<file path="src/rtl/sync_frame_tracker.sv">
// sync_frame_tracker: attached-sync-marker search with flywheel lock tracking, emitting each frame as one AXI-Stream packet
// Build option DESYNC_INVERT_EN: also acquire on the bit-inverted marker and re-invert that stream's payload.
module sync_frame_tracker #(
    parameter logic [31:0] SYNC_MARKER = 32'h1ACFFC1D,
    parameter int          FRAME_LEN   = 255,
    parameter int          MAX_ERR     = 2,
    parameter int          LOCK_CNT    = 2,
    parameter int          MISS_LIMIT  = 3
) (
    input  logic        core_clk,
    input  logic        rst,
    input  logic [7:0]  s_axis_input_tdata,
    input  logic        s_axis_input_tvalid,
    output logic        s_axis_input_tready,
    output logic [7:0]  m_axis_output_tdata,
    output logic        m_axis_output_tvalid,
    input  logic        m_axis_output_tready,
    output logic        m_axis_output_tlast,
    output logic        m_axis_output_tuser,
    output logic        locked,
    output logic [15:0] frame_cnt,
    output logic [1:0]  miss_cnt
);
    typedef enum logic [1:0] {SEARCH, PASS, CHECK} state_t;
    state_t      state_q, state_d;
    logic [31:0] shift_q, shift_d, shift_nx;
    logic [15:0] byte_q, byte_d, frame_q, frame_d;
    logic [1:0]  mark_q, mark_d, miss_q, miss_d;
    logic [7:0]  good_q, good_d, od_q, od_d;
    logic        user_q, user_d, locked_q, locked_d;
    logic        ov_q, ov_d, ol_q, ol_d, ou_q, ou_d;
    logic        acc, last, hit_t, hit_i, hit_chk, pol_q;
`ifdef DESYNC_INVERT_EN
    logic        pol_d;
    assign hit_i = $countones(shift_nx ^ ~SYNC_MARKER) <= MAX_ERR;
`else
    assign pol_q = 1'b0;
    assign hit_i = 1'b0;
`endif
    // Matching always looks at the window including the byte being accepted now
    assign shift_nx = {shift_q[23:0], s_axis_input_tdata};
    assign hit_t    = $countones(shift_nx ^ SYNC_MARKER) <= MAX_ERR;
    assign hit_chk  = pol_q ? hit_i : hit_t;
    assign last     = byte_q == 16'(FRAME_LEN - 1);
    assign s_axis_input_tready = !rst && (state_q != PASS || !ov_q || m_axis_output_tready);
    assign acc = s_axis_input_tvalid && s_axis_input_tready;
    always_comb begin
        state_d = state_q;
        shift_d = acc ? shift_nx : shift_q;
        byte_d  = byte_q;
        frame_d = frame_q;
        mark_d  = mark_q;
        miss_d  = miss_q;
        good_d  = good_q;
        user_d  = user_q;
        ov_d    = ov_q && !m_axis_output_tready;
        od_d    = od_q;
        ol_d    = ol_q;
        ou_d    = ou_q;
`ifdef DESYNC_INVERT_EN
        pol_d   = pol_q;
`endif
        if (acc && state_q == SEARCH && (hit_t || hit_i)) begin
            state_d = PASS;
            byte_d  = '0;
            good_d  = 8'd1;
            miss_d  = '0;
            user_d  = 1'b0;
`ifdef DESYNC_INVERT_EN
            pol_d   = !hit_t;
`endif
        end else if (acc && state_q == PASS) begin
            byte_d  = byte_q + 16'd1;
            ov_d    = 1'b1;
            od_d    = s_axis_input_tdata ^ {8{pol_q}};
            ol_d    = last;
            ou_d    = user_q;
            state_d = last ? CHECK : PASS;
            mark_d  = '0;
            frame_d = last ? frame_q + 16'd1 : frame_q;
        end else if (acc && state_q == CHECK) begin
            mark_d = mark_q + 2'd1;
            byte_d = '0;
            if (mark_q == 2'd3 && hit_chk) begin
                state_d = PASS;
                good_d  = good_q >= 8'(LOCK_CNT) ? good_q : good_q + 8'd1;
                miss_d  = '0;
                user_d  = 1'b0;
            end else if (mark_q == 2'd3 && int'(miss_q) + 1 < MISS_LIMIT) begin
                state_d = PASS;
                good_d  = '0;
                miss_d  = miss_q + 2'd1;
                user_d  = 1'b1;
            end else if (mark_q == 2'd3) begin
                state_d = SEARCH;
                good_d  = '0;
                miss_d  = '0;
`ifdef DESYNC_INVERT_EN
                pol_d   = 1'b0;
`endif
            end
        end
        // Lock survives flywheel frames; only a fall back to search releases it
        locked_d = state_d != SEARCH && (locked_q || good_d >= 8'(LOCK_CNT));
    end
    always_ff @(posedge core_clk) begin
        if (rst) begin
            state_q  <= SEARCH;
            shift_q  <= '0;
            byte_q   <= '0;
            frame_q  <= '0;
            mark_q   <= '0;
            miss_q   <= '0;
            good_q   <= '0;
            user_q   <= 1'b0;
            locked_q <= 1'b0;
            ov_q     <= 1'b0;
            od_q     <= '0;
            ol_q     <= 1'b0;
            ou_q     <= 1'b0;
`ifdef DESYNC_INVERT_EN
            pol_q    <= 1'b0;
`endif
        end else begin
            state_q  <= state_d;
            shift_q  <= shift_d;
            byte_q   <= byte_d;
            frame_q  <= frame_d;
            mark_q   <= mark_d;
            miss_q   <= miss_d;
            good_q   <= good_d;
            user_q   <= user_d;
            locked_q <= locked_d;
            ov_q     <= ov_d;
            od_q     <= od_d;
            ol_q     <= ol_d;
            ou_q     <= ou_d;
`ifdef DESYNC_INVERT_EN
            pol_q    <= pol_d;
`endif
        end
    end
    assign m_axis_output_tdata  = od_q;
    assign m_axis_output_tvalid = ov_q;
    assign m_axis_output_tlast  = ol_q;
    assign m_axis_output_tuser  = ou_q;
    assign locked               = locked_q;
    assign frame_cnt            = frame_q;
    assign miss_cnt             = miss_q;
endmodule

</file>
<file path="config.mk">
export PLATFORM = sky130hd
export DESIGN_NAME = sync_frame_tracker
export DESIGN_NICKNAME = d
export VERILOG_FILES = /design/src/rtl/sync_frame_tracker.sv
export SDC_FILE = /design/constraint.sdc
export NUM_CORES = 1
export LEC_CHECK = 0
export CORE_UTILIZATION = 52
export DETAILED_ROUTE_END_ITERATION = 10
export PLACE_DENSITY = 0.77
export SYNTH_ARGS = -nofsm -noshare
export SYNTH_HDL_FRONTEND = slang
export SYNTH_SLANG_ARGS = --single-unit
</file>
<file path="constraint.sdc">
create_clock -name core_clk -period 6.36 [get_ports core_clk]
set_clock_uncertainty 0.1 [all_clocks]
set_input_delay 1.272 -clock core_clk [delete_from_list [all_inputs] [get_ports core_clk]]
set_output_delay 1.272 -clock core_clk [all_outputs]
set_load 0.03 [all_outputs]
</file>
==> reports/qor.yml <==
finish:
  fill_cells: 640
  nNetsFinal: 602
  clock_area_share_pct: 4.46
  inverters_excl_clock: 61
  flop_area_um2: 1660
  final_cell_mix: "83 x dfxtp_1, 66 x nand2_1, 60 x inv_1"
  design_area_um2: 5240
  synthToLayoutAreaGrowth_pct: 21.0
  lay_top_count: "dfxtp_1"
  drive_gt1_share_pct: 10.5
  seq_share_pct: 31.7
  logic_area_um2: 2470
  fin_cells: 657
  logic_gate_count: 340
  buf_share_pct: 9.84
  postLayoutCoreUtil_pct: 66.4
  dominant_cells: "multi-input combinational cells"
  largest_reg_flops: 24
  comb_area_share_pct: 47.2
  largest-register: "shift_q"
critical_path:
  ff2ff_path_depth: 20
  critical_path.max_stage_delay_ns: 0.53
  rrSetupSlack_ns: 0.75
  worstPathCellList: "clkdlybuf4s15_1 -> fa_1 -> inv_1 -> fa_1 -> fa_1 -> inv_2 -> fa_1 -> fa_1 -> inv_1 -> fa_1 -> inv_1 -> ha_2 -> inv_1 -> fa_1 -> nand2b_4 -> nand3_4 -> buf_4 -> nor2_4 -> or4_1 -> a21oi_1"
  cpMaxStageDelayCell: "fa_1"
  crit_path_end: "miss_cnt[0]"
  crit_path_start_kind: "input pin"
  cp_max_fo: 4
  reg2reg_to: "miss_cnt[0]"
  crit_top_cell: "fa_1"
  cp_num_cells: 20
  crit_family: "adder cells"
  required_ns: 6.55
  arrival_ns: 6.44
die:
  chipArea_um2: 8700
  die_h_um: 93.3
  core_area_um2: 7890
  die_w_um: 93.3
  rows: 32
  ios: 43
  n_tap_cell: 102
clocking:
  numCtsBuffers: 9
  ctsHoldBuffers: 0
  cts_buffer_depth: 2
  htreeDepth: 3
  postCtsSetupBuffers: 0
  cts.clk_slew.worst_paths_ns: 0.10
final_timing:
  finalMaxSlewViolations: 0
  setup_viol: 0
  period_used_pct: 98.3
  tightest_slew_ns: 1.04
  fin_setup_tns_ns: 0
  slew_headroom_pct: 30.6
  fin_crit_ns: 6.25
  hold_violations: 0
  setup_slack_ns: 0.111
  whs_ns: 0.363
power:
  leakage_uw: 0.00193
  power.density_nw_per_um2: 315
  p_seq_uw: 540
  ir_worst_vdd_uv: 185
  largestPowerGroup: "combinational logic"
  comb-power_uw: 667
  p_comb_share_pct: 40.3
  finalPower_uw: 1650
  power_switching_share_pct: 35.8
  pwr-share-seq_pct: 32.7
  p_int_uw: 1060
grt:
  busiest_layer: "met2"
  first_global_vias: 3463
  track_usage_pct: 23.3
  grt_overflow: 0
  grtUsageMet1_pct: 29.9
  gr-usage-met2_pct: 39.2
  met3_usage_pct: 3.74
  grt_pass1_wl_mm: 15.8
  antenna_found_initial: 0
route:
  met2WireLength_mm: 4.74
  dr_wl_met3_um: 264
  wl_met1_mm: 4.25
  routed.top_layer: "met4"
  drcViolationCount: 0
  drt_iter0_drc: 145
  routedWlPerCell_um: 14.3
  ant_nets: 0
  firstDrtPassIters: 4
  vias_per_cell: 5.41
synthesis:
  netlist.area_leader.share_pct: 38.4
  synth-simple-area-share_pct: 22.3
  syn_nets: 558
  yosys_warnings: 0
  dominantRegCellSynth: "dfxtp_1"
  top_area_cell: "dfxtp_1"
  ys_cells: 506
  syn_area_um2: 4330
  synth.distinct_cells: 42
  ys_sh_xor_pct: 1.21
  synth.top_cells.by_count: "83 x dfxtp_1, 66 x nand2_1, 61 x inv_1"
  ys_top_cells_by_area: "dfxtp_1 38%, fa_1 11%, nand2_1 5.7%, inv_1 5.3%, ha_1 4.6%"
  ys_area_um2: 4330
  ys_sh_mux_pct: 1.76
  fa_ha_area_share_pct: 15.7
flow_run:
  warnings: 30
  cap_violations: 0
placed_design:
  placed_cell_area_um2: 4900
  dp_hpwl_mm: 6.61
  place_inst: 641
  gp_congestion: 0.823
  dp_worst_setup_slack_ns: -0.757
run_status:
  outcome: "finished, final reports clean"
worst_hold_path:
  hp-class: "reg2reg"
  min_from: "m_axis_output_tdata[5]"
  hold_path_end: "m_axis_output_tdata[5]"
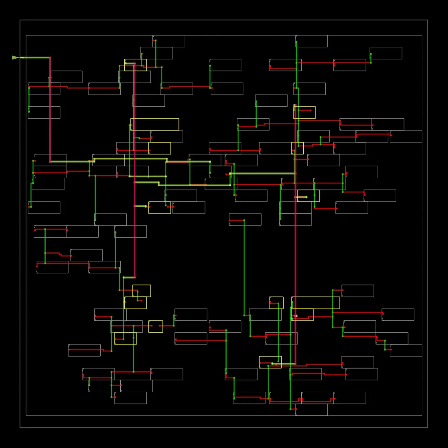
final_clocks.png
clkbuf count: 10
num sequential: 83
clk latency late pin: 0.37 ns

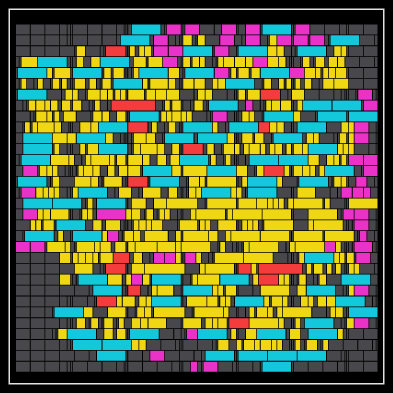
cell_classes.png
Drawn at 4 px/µm. Fill, decap, tap and diode cells in gray.
Key: cyan = flip-flops [cells 83]; yellow = all other logic [cells 401]; magenta = other buffers and delay cells [cells 55]; red = clock drivers and dummy loads [cells 16]

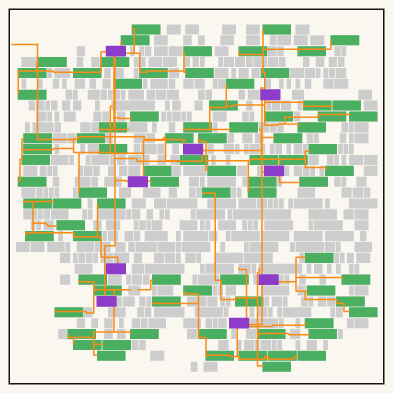
clock_map.png
Drawn at 4 px/µm.
Key: purple = cells driving clock nets [count 9]; orange = clock wires [length 1,050 µm]; green = flip-flops [count 83]
Position of the flops: widely spread. There are 10 routed clock nets.
Clock net power: 446 µW
Clock power frac: 27.0%

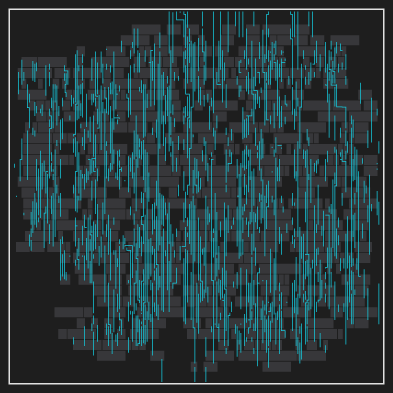
met2.png
Drawn at 4 px/µm.
513 nets have wire on it. The layer carries 4,740 µm of wire.
via count: 3,557
WL final: 9.41 mm

Power and IR drop assume default switching activity.
